Clock nets:
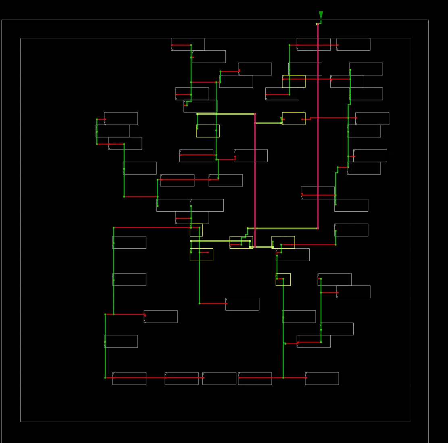
Floorplan with the power grid:
Drawn at 4 px/um. Pins as bars on the die edge. Tap cells in grey.
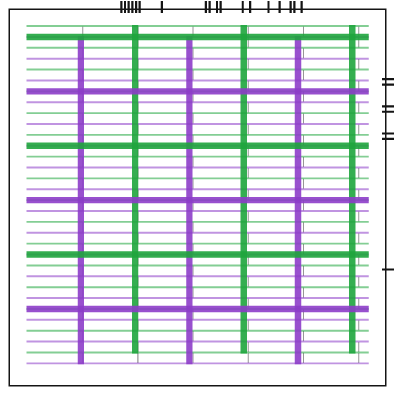
Wiring by layer:
Drawn at 4 px/um.
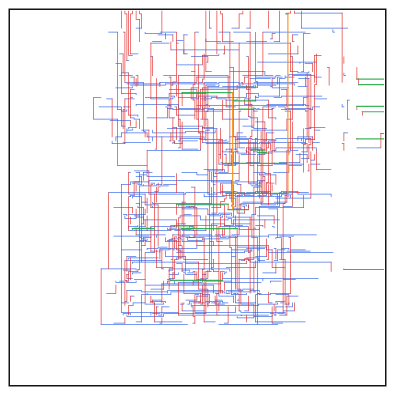
M3 wires:
Drawn at 3 px/um.
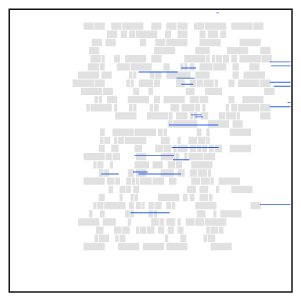
**src/rtl/debounce_arbiter.sv**
```systemverilog
// Shared-counter switch debouncer: one qualification counter is time-shared across
// all switch channels by a round-robin arbiter, producing stable levels, edge pulses and LEDs.
module debounce_arbiter #(
    parameter int NUM_SW         = 4,
    parameter int DEBOUNCE_LIMIT = 250000,
    parameter int CNT_W          = 18,
    localparam int GNT_W         = $clog2(NUM_SW)
) (
    input  logic              i_Clk,
    input  logic              i_Rst_L,
    input  logic [NUM_SW-1:0] i_Switch,
    output logic [NUM_SW-1:0] o_Switch,
    output logic [NUM_SW-1:0] o_Press,
    output logic [NUM_SW-1:0] o_Release,
    output logic [NUM_SW-1:0] o_LED,
    output logic              o_Busy,
    output logic [GNT_W-1:0]  o_Grant
);

    typedef enum logic {
        S_IDLE  = 1'b0,
        S_COUNT = 1'b1
    } state_t;

    state_t              state_q, state_d;
    logic [NUM_SW-1:0]   meta_q, sync_q;
    logic [NUM_SW-1:0]   stable_q, stable_d;
    logic [NUM_SW-1:0]   press_q, press_d;
    logic [NUM_SW-1:0]   release_q, release_d;
    logic [NUM_SW-1:0]   led_q, led_d;
    logic [GNT_W-1:0]    gnt_q, gnt_d;
    logic [GNT_W-1:0]    rr_q, rr_d;
    logic [CNT_W-1:0]    cnt_q, cnt_d;

    logic [NUM_SW-1:0]   pending;
    logic                found;
    logic [GNT_W-1:0]    pick;
    logic [GNT_W:0]      rr_sum;
    logic [GNT_W-1:0]    gnt_inc;
    logic                abort;
    logic                done;

    assign pending = sync_q ^ stable_q;
    assign gnt_inc = (gnt_q == GNT_W'(NUM_SW - 1)) ? '0 : gnt_q + 1'b1;

    // A channel that bounced back to its stable level releases the counter at once.
    assign abort = (state_q == S_COUNT) && (sync_q[gnt_q] == stable_q[gnt_q]);
    assign done  = (state_q == S_COUNT) && !abort &&
                   (cnt_q == CNT_W'(DEBOUNCE_LIMIT - 1));

    // First pending channel at or above rr_q, wrapping past NUM_SW-1.
    always_comb begin
        found  = 1'b0;
        pick   = '0;
        rr_sum = '0;
        for (int i = 0; i < NUM_SW; i++) begin
            rr_sum = {1'b0, rr_q} + (GNT_W + 1)'(i);
            if (rr_sum >= (GNT_W + 1)'(NUM_SW))
                rr_sum = rr_sum - (GNT_W + 1)'(NUM_SW);
            if (!found && pending[rr_sum[GNT_W-1:0]]) begin
                found = 1'b1;
                pick  = rr_sum[GNT_W-1:0];
            end
        end
    end

    always_ff @(posedge i_Clk) begin
        if (!i_Rst_L) begin
            state_q   <= S_IDLE;
            meta_q    <= '0;
            sync_q    <= '0;
            stable_q  <= '0;
            press_q   <= '0;
            release_q <= '0;
            led_q     <= '0;
            gnt_q     <= '0;
            rr_q      <= '0;
            cnt_q     <= '0;
        end else begin
            state_q   <= state_d;
            meta_q    <= i_Switch;
            sync_q    <= meta_q;
            stable_q  <= stable_d;
            press_q   <= press_d;
            release_q <= release_d;
            led_q     <= led_d;
            gnt_q     <= gnt_d;
            rr_q      <= rr_d;
            cnt_q     <= cnt_d;
        end
    end

    always_comb begin
        state_d = state_q;
        case (state_q)
            S_IDLE:  if (found) state_d = S_COUNT;
            S_COUNT: if (abort || done) state_d = S_IDLE;
            default: state_d = S_IDLE;
        endcase
    end

    always_comb begin
        stable_d  = stable_q;
        press_d   = '0;
        release_d = '0;
        led_d     = led_q;
        gnt_d     = gnt_q;
        rr_d      = rr_q;
        cnt_d     = cnt_q;
        case (state_q)
            S_IDLE: begin
                if (found) begin
                    gnt_d = pick;
                    cnt_d = '0;
                end
            end
            S_COUNT: begin
                if (abort) begin
                    cnt_d = '0;
                    rr_d  = gnt_inc;
                end else if (done) begin
                    stable_d[gnt_q] = sync_q[gnt_q];
                    if (sync_q[gnt_q]) begin
                        press_d[gnt_q] = 1'b1;
                    end else begin
                        release_d[gnt_q] = 1'b1;
                        led_d[gnt_q]     = ~led_q[gnt_q];
                    end
                    cnt_d = '0;
                    rr_d  = gnt_inc;
                end else begin
                    cnt_d = cnt_q + 1'b1;
                end
            end
            default: begin
                cnt_d = '0;
            end
        endcase
    end

    always_comb begin
        o_Busy = (state_q == S_COUNT);
    end

    assign o_Switch  = stable_q;
    assign o_Press   = press_q;
    assign o_Release = release_q;
    assign o_LED     = led_q;
    assign o_Grant   = gnt_q;

endmodule

```
**config.mk**
```make
export PLATFORM = sky130hd
export DESIGN_NAME = debounce_arbiter
export DESIGN_NICKNAME = d
export VERILOG_FILES = /design/src/rtl/debounce_arbiter.sv
export SDC_FILE = /design/constraint.sdc
export NUM_CORES = 1
export LEC_CHECK = 0
export CAP_MARGIN = 20
export CORE_MARGIN = 4
export CORE_UTILIZATION = 30
export DETAILED_ROUTE_END_ITERATION = 8
export MAX_ROUTING_LAYER = met4
export REMOVE_ABC_BUFFERS = 1
export SYNTH_ARGS = -nofsm -noshare
export SYNTH_HDL_FRONTEND = slang
export SYNTH_SLANG_ARGS = --single-unit
```
**constraint.sdc**
```tcl
create_clock -name i_Clk -period 6.25 [get_ports i_Clk]
set_input_delay 0.625 -clock i_Clk [delete_from_list [all_inputs] [get_ports i_Clk]]
set_output_delay 0.625 -clock i_Clk [all_outputs]
set_load 0.01 [all_outputs]
```
==> results.txt <==
flow finished, numbers: outcome=finished clean, Crit Reg-Reg Endpoint=cnt_q[17], Core Rows=31, worst min-delay path endpoint=sync_q[2], required time worst endpoint=6.48 ns, global placement routability congestion=0.810, most flop-heavy register=cnt_q, worst reg2reg path startpoint=o_Grant[1], part of the power in the clock network=35.6%, arrival time worst endpoint=2.76 ns, number of resized instances in the post-cts repair step=0, number of storage elements in the synthesis netlist=47, Final Util=36.6%, crit path capture=cnt_q[17], post-detailed-placement cell area=2540 um2, number of vias per cell after detailed routing=4.99, number of levels the H-tree was split into=2, TritonCTS Sinks=47, leading area contributor after synthesis=sky130_fd_sc_hd__dfxtp_1, Final Skew=0.00676 ns, critical path start-end classification=register to register, post-synthesis share of cell area spent on and-or and or-and gates=11.8%, final worst setup slack=3.71 ns, yosys-reported design area after synthesis=2210 um2, 1st-iter DRT viols=153, iteration tally of the first detailed-router pass=4, Area growth, synth to finish=19.7%, Logic pwr share=7.1%, final cell count without fillers=370, layout buffer count excluding clock buffers=25, tap cells=99, worst hold margin=0.440 ns, share of layout cells above drive strength 1=6.64%, Tot Pwr=543 uW, Power Internal=410 uW, number of warning messages in the logs=28, post-route antenna net violation count=0, buffer cell driving the clock tree root=sky130_fd_sc_hd__clkbuf_8, # Cells Yosys=247, I/O Pins=25, sequential-to-total area share from yosys stat=42.6%, slew at the pin closest to its max-slew limit=0.994 ns, path category of the worst min-delay check=register to register, Non-clock buffer share=9.38%, portion of the layout cell area used by clock cells=3.74%, most common flop cell mapped by yosys=sky130_fd_sc_hd__dfxtp_1, worst stage delay on the critical path=0.62 ns, maxcap violations=0, relative slew slack=33.5%, Non-Filler Cell Area, Final=2640 um2
Notes on 'clock nets' above:
final-layout clock buffer total: 6
count of flip-flops and latches: 47
Clock net power: 193 uW
Inserted Clock Buffers: 5

Notes on 'floorplan with the power grid' above:
[green] VDD
[purple] VSS
signal pins: 25
rows: 31
tap cells: 99
met5 straps: 6
met1 rails: 32
die height: 93.8 um
DIE WIDTH: 93.8 um

Notes on 'wiring by layer' above:
[blue] metal 1 | wire length: 2480 um
[orange] metal 4 | wire length: 74.1 um
[red] metal 2 | wire length: 2210 um
[green] metal 3 | wire length: 161 um
GRT Overall Usage: 12.0%
vias post-DR: 1845
aggregate routed wire length: 4930 um
Avg WL per Cell: 13.3 um

Notes on 'M3 wires' above:
main direction: horizontal
longest straight run: 16.1 um
share of all routed wire: 3.3%
nets with wire on the layer: 17
met3 demand-to-capacity share in global routing: 1.68%

[layer usage]
layer | track usage, % | vias to the layer above | share of wire, % | wire (um)
met3 | 1.68 | 5 | 3.2 | 160
met2 | 18.2 | 33 | 45 | 2210
met4 | 4.09 | 0 | 1.5 | 74
met5 | - | - | 0 | 0
li1 | - | 941 | - | -
met1 | 16.5 | 866 | 50 | 2480
[logic make-up after synthesis]
kind of cell,count (synthesis)
flops,47
fa+ha+maj,5
mux,11
xor+xnor,12
buf+inv,14
simple gates,118
compound gates,40
[power groups by stage]
stage	Combinational (mW)	Clock (mW)	Sequential (mW)
after floorplan	0.0239	0	0.316
after global placement	0.0383	0	0.318
after detailed placement	0.0389	0	0.318
after CTS	0.0390	0.202	0.311
after global routing	0.0436	0.213	0.312
final	0.0387	0.193	0.311
Power is estimated from default activity; no workload was simulated.
